Placed standard cells:
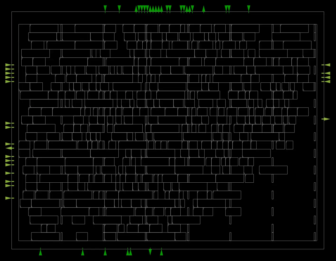
M2 wires:
Cells faint in the background.
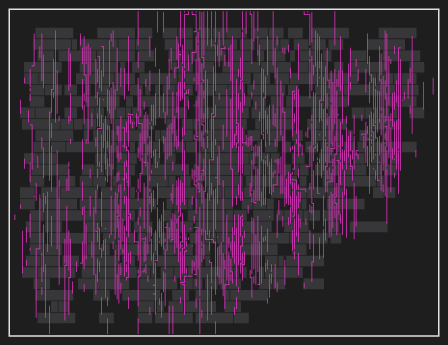
The metal 1 layer:
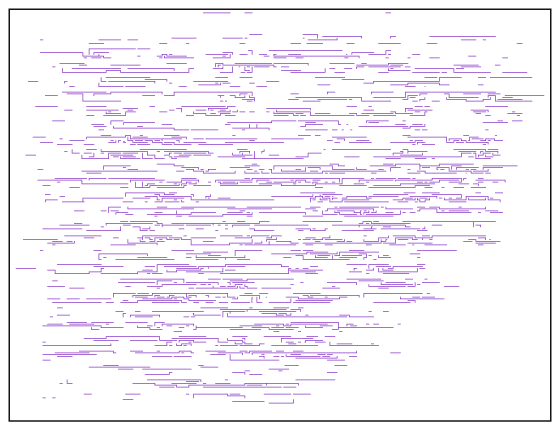
==> src/rtl/pad_user_seq.sv <==
// Generates TUSER flags for the pad filter: one config beat, then cin x cols x blk pixel beats.
// Flags are combinational from counter state; upstream/downstream handshakes pass straight through in RUN.
module pad_user_seq #(
  parameter int KW2_MAX   = 3,
  parameter int SW_MAX    = 2,
  parameter int BITS_KW2  = 2,
  parameter int BITS_SW   = 1,
  parameter int BITS_COLS = 10,
  parameter int BITS_CIN  = 10,
  parameter int BITS_BLK  = 10
) (
  input  logic                 aclk,
  input  logic                 aresetn,
  input  logic                 aclken,
  input  logic                 cfg_valid,
  output logic                 cfg_ready,
  input  logic [BITS_KW2-1:0]  cfg_kw2,
  input  logic [BITS_SW-1:0]   cfg_sw_1,
  input  logic [BITS_COLS-1:0] cfg_cols_1,
  input  logic [BITS_CIN-1:0]  cfg_cin_1,
  input  logic [BITS_BLK-1:0]  cfg_blk_1,
  input  logic                 s_valid,
  output logic                 s_ready,
  output logic                 m_valid,
  input  logic                 m_ready,
  output logic                 m_is_config,
  output logic                 m_is_cin_last,
  output logic                 m_is_cols_1_k2,
  output logic                 m_is_col_valid,
  output logic [BITS_KW2-1:0]  m_kw2,
  output logic [BITS_SW-1:0]   m_sw_1,
  output logic                 done,
  output logic                 err
);

  typedef enum logic [1:0] {IDLE, CFG, RUN} state_t;

  state_t               state;
  logic [BITS_KW2-1:0]  kw2_r;
  logic [BITS_SW-1:0]   sw_1_r;
  logic [BITS_COLS-1:0] cols_1_r;
  logic [BITS_CIN-1:0]  cin_1_r;
  logic [BITS_BLK-1:0]  blk_1_r;
  logic [BITS_CIN-1:0]  cin;
  logic [BITS_COLS-1:0] col;
  logic [BITS_BLK-1:0]  blk;
  logic [BITS_SW-1:0]   str;

  logic                 cfg_bad;
  logic [BITS_COLS-1:0] cols_k2;
  logic                 cin_wrap;
  logic                 col_wrap;
  logic                 blk_wrap;

  // cols_1 >= kw2 is enforced at config time, so this never underflows
  assign cfg_bad  = (int'(cfg_kw2) > KW2_MAX) || (int'(cfg_sw_1) >= SW_MAX) ||
                    (cfg_cols_1 < BITS_COLS'(cfg_kw2));
  assign cols_k2  = cols_1_r - BITS_COLS'(kw2_r);
  assign cin_wrap = (cin == cin_1_r);
  assign col_wrap = (col == cols_1_r);
  assign blk_wrap = (blk == blk_1_r);

  always_comb begin
    cfg_ready      = (state == IDLE);
    m_valid        = (state == CFG) || ((state == RUN) && s_valid);
    s_ready        = (state == RUN) && m_ready && aclken;
    m_is_config    = (state == CFG);
    m_is_cin_last  = (state == RUN) && cin_wrap;
    m_is_cols_1_k2 = (state == RUN) && (kw2_r != '0) && (col == cols_k2);
    m_is_col_valid = (state == RUN) && (str == '0);
    m_kw2          = kw2_r;
    m_sw_1         = sw_1_r;
  end

  always_ff @(posedge aclk or negedge aresetn) begin
    if (!aresetn) begin
      state    <= IDLE;
      kw2_r    <= '0;
      sw_1_r   <= '0;
      cols_1_r <= '0;
      cin_1_r  <= '0;
      blk_1_r  <= '0;
      cin      <= '0;
      col      <= '0;
      blk      <= '0;
      str      <= '0;
      done     <= 1'b0;
      err      <= 1'b0;
    end else begin
      // done/err are single-cycle pulses raised only by enabled events
      done <= 1'b0;
      err  <= 1'b0;
      if (aclken) begin
        case (state)
          IDLE: begin
            if (cfg_valid) begin
              if (cfg_bad) begin
                err <= 1'b1;
              end else begin
                kw2_r    <= cfg_kw2;
                sw_1_r   <= cfg_sw_1;
                cols_1_r <= cfg_cols_1;
                cin_1_r  <= cfg_cin_1;
                blk_1_r  <= cfg_blk_1;
                state    <= CFG;
              end
            end
          end
          CFG: begin
            if (m_ready) begin
              cin   <= '0;
              col   <= '0;
              blk   <= '0;
              str   <= '0;
              state <= RUN;
            end
          end
          RUN: begin
            if (s_valid && m_ready) begin
              if (cin_wrap) begin
                cin <= '0;
                if (col_wrap) begin
                  col <= '0;
                  str <= '0;
                  if (blk_wrap) begin
                    blk   <= '0;
                    state <= IDLE;
                    done  <= 1'b1;
                  end else begin
                    blk <= blk + 1'b1;
                  end
                end else begin
                  col <= col + 1'b1;
                  str <= (str == sw_1_r) ? '0 : str + 1'b1;
                end
              end else begin
                cin <= cin + 1'b1;
              end
            end
          end
          default: state <= IDLE;
        endcase
      end
    end
  end

endmodule

==> config.mk <==
export PLATFORM = sky130hd
export DESIGN_NAME = pad_user_seq
export DESIGN_NICKNAME = d
export VERILOG_FILES = /design/src/rtl/pad_user_seq.sv
export SDC_FILE = /design/constraint.sdc
export NUM_CORES = 1
export LEC_CHECK = 0
export CAP_MARGIN = 20
export CORE_ASPECT_RATIO = 0.75
export CORE_MARGIN = 2
export CORE_UTILIZATION = 55
export DETAILED_ROUTE_END_ITERATION = 16
export PLACE_DENSITY = 0.89
export SLEW_MARGIN = 0
export SYNTH_ARGS = -nofsm -noshare
export SYNTH_HDL_FRONTEND = slang
export SYNTH_SLANG_ARGS = --single-unit
==> constraint.sdc <==
create_clock -name aclk -period 6.01 [get_ports aclk]
set_clock_uncertainty 0.1 [all_clocks]
set_input_delay 0.601 -clock aclk [delete_from_list [all_inputs] [get_ports aclk]]
set_output_delay 0.601 -clock aclk [all_outputs]
set_load 0.01 [all_outputs]
==> summary.rpt <==
RUN STATUS
--------------------------------------------------------------------
Outcome                                                 finished, final reports clean

SETUP PATH
--------------------------------------------------------------------
Startpoint-to-endpoint class of the critical path         reg -> out
Arrival time at the worst endpoint                           3.40 ns
CP Data Required Time                                        5.31 ns
Worst Path Buf+Inv                                                 2
Crit path largest cell delay                                 0.58 ns

YOSYS
--------------------------------------------------------------------
Synthesized area divided by synthesized cell count         9.950 µm²
Cells after Synth                                                399
Chip area from the yosys synthesis statistics           0.003970 mm²
Dominant synthesized flop cell                               dfrtp_1
Largest area contributor in the synthesized netlist          dfrtp_1
Post-synth EDFFs                                                   0

FLOORPLANNING
--------------------------------------------------------------------
Die Outline Area                                        0.007921 mm²

TIMING
--------------------------------------------------------------------
Endpoints failing setup                                            0
Final TNS setup                                                 0 ns
Tcrit/Tclk final                                              68.31%

CLOCK NETWORK
--------------------------------------------------------------------
Total clock buffers created by CTS                                 9
Maximum clock path buffer count                                    2
CTS tree                                                        done
Clock latency at the later pin of the worst-skew pair        0.36 ns
Post-cts gate resize count                                         0
Total clock sinks                                                 68

PLACED DESIGN
--------------------------------------------------------------------
Dpl cells                                                        528

DETAILED ROUTING
--------------------------------------------------------------------
Total wire length                                            9084 µm
Final ANT Viol Nets                                                0
Wire length per cell                                        16.64 µm
DRC violation count after routing                                  0
Number of vias per cell                                        5.995

POWER
--------------------------------------------------------------------
Power Density                                           405.5 mW/mm²
Switch share                                                  38.51%
Worst vdd rail ir drop                                     0.2050 mV
P_leak                                                      1.899 nW
Cell Int Power                                            0.001180 W

GLOBAL ROUTING
--------------------------------------------------------------------
Global-route congestion overflow total                             0
Pin count of the biggest net entering global routing              69
GR peak layer                                                   met2

CELLS AND AREA
--------------------------------------------------------------------
Antenna fix cells                                                  0
Utilization after layout                                      68.60%

RUN
--------------------------------------------------------------------
Max capacitance violation total                                    0

## Picture notes: 'placed standard cells'
Filler cells: 543
Finished Layout Cells: 546
placeable core area: 0.006897 mm²
FP Rows: 26
flip-flop and latch share of the layout cell area: 35.97%

## Picture notes: 'M2 wires'
share of all routed wire = 49%
longest straight run = 29.2 µm
main direction = vertical
met2 capacity usage during global routing: 39.08%
routed vias: 3273

## Picture notes: 'the metal 1 layer'
share of all routed wire = 43%
wire length on this layer = 3930 µm
longest straight run = 22.5 µm
main direction = horizontal
nets with wire on the layer = 442

==> placed cells by master, fill, tap and decap left out, types with 13 or more instances in the layout <==
cell type	netlist	final
a21oi_1	14	14
clkdlybuf4s50_1	0	49
dfrtp_1	68	68
inv_1	21	21
mux2_2	33	33
nand2_1	20	20
nand3_1	14	14
nand4_1	14	14
nor2_1	30	30
o21ai_0	15	15
o31ai_1	13	13
xnor2_1	27	27
xor2_1	13	13
==> cell families after synthesis <==
logic type,count (synthesis),synth area share [%]
XOR/XNOR,40,8.825
AND-OR/OR-AND,79,14.12
multiplexers,36,10.12
AND/OR/NAND/NOR,125,17.21
buffers and inverters,44,4.476
flip-flops,68,42.86
adder cells (fa/ha/maj),7,2.395
==> area by class of cell <==
cell class                 count  area (µm²)
multi-input combinational    287        2091
sequential                    68        1702
clock inverter                 7       75.07
fill                         543        2166
clock buffer                   9       123.9
inverter                      21       78.83
timing repair buffer          56       538.0
tap                           98       122.6
==> registers in the layout, indices dropped and copies added (netlist names) <==
| name | count |
|---|---|
| str | 1 |
| m_kw2 | 2 |
| m_sw_1 | 1 |
| state | 2 |
| blk_1_r | 10 |
| col | 10 |
| cin | 10 |
| err | 1 |
| blk | 10 |
| cols_1_r | 10 |
| cin_1_r | 10 |
| done | 1 |
==> per-layer routing <==
layer	share of wire (%)	wire length [µm]
met1	43	3930
met2	49	4417
met3	6.1	553
met4	2.0	183
met5	0	0
==> cells in the mapped netlist (9+ instances only) <==
cell	instances
xor2_1	13
nand4_1	14
nand2_1	20
o31ai_1	13
dfrtp_1	68
nor2_1	30
nand3_1	14
mux2_2	33
or3_1	9
a21oi_1	14
xnor2_1	27
o21ai_0	15
inv_1	21
clkbuf_1	13
==> worst paths after layout <==
path | startpoint | depth (start not counted) | endpoint | slack (ns)
max | cols_1_r[0] | 9 | m_is_cols_1_k2 | 1.90
min in group aclk | str | 1 | str | 0.39
min reg2reg | str | 1 | str | 0.39
max in group asynchronous | aresetn | 2 | err | 4.93
min | aresetn | 2 | blk_1_r[6] | 0.33
max reg2reg | col[6] | 5 | col[3] | 3.43
==> per-stage QoR <==
stage	hold slack [ns]	worst slack, ns	cell area, µm²
2_1_floorplan	0.2054	2.978	3970
3_3_place_gp	0.3662	2.508	4519
3_5_place_dp	0.3817	2.305	4519
4_1_cts	0.3493	1.912	4718
5_1_grt	0.3984	1.766	4731
6_report	0.3277	1.905	4731
==> power by group through the flow <==
| stage | sequential (W) | clock [W] | combinational, W |
|---|---|---|---|
| floorplan | 0.000756 | 0 | 0.000556 |
| global placement | 0.000813 | 0 | 0.000656 |
| detailed placement | 0.000830 | 0 | 0.000696 |
| CTS | 0.000822 | 0.000391 | 0.000703 |
| global route | 0.000853 | 0.000411 | 0.000780 |
| finish | 0.000826 | 0.000385 | 0.000707 |
Power is estimated from default activity; no workload was simulated.
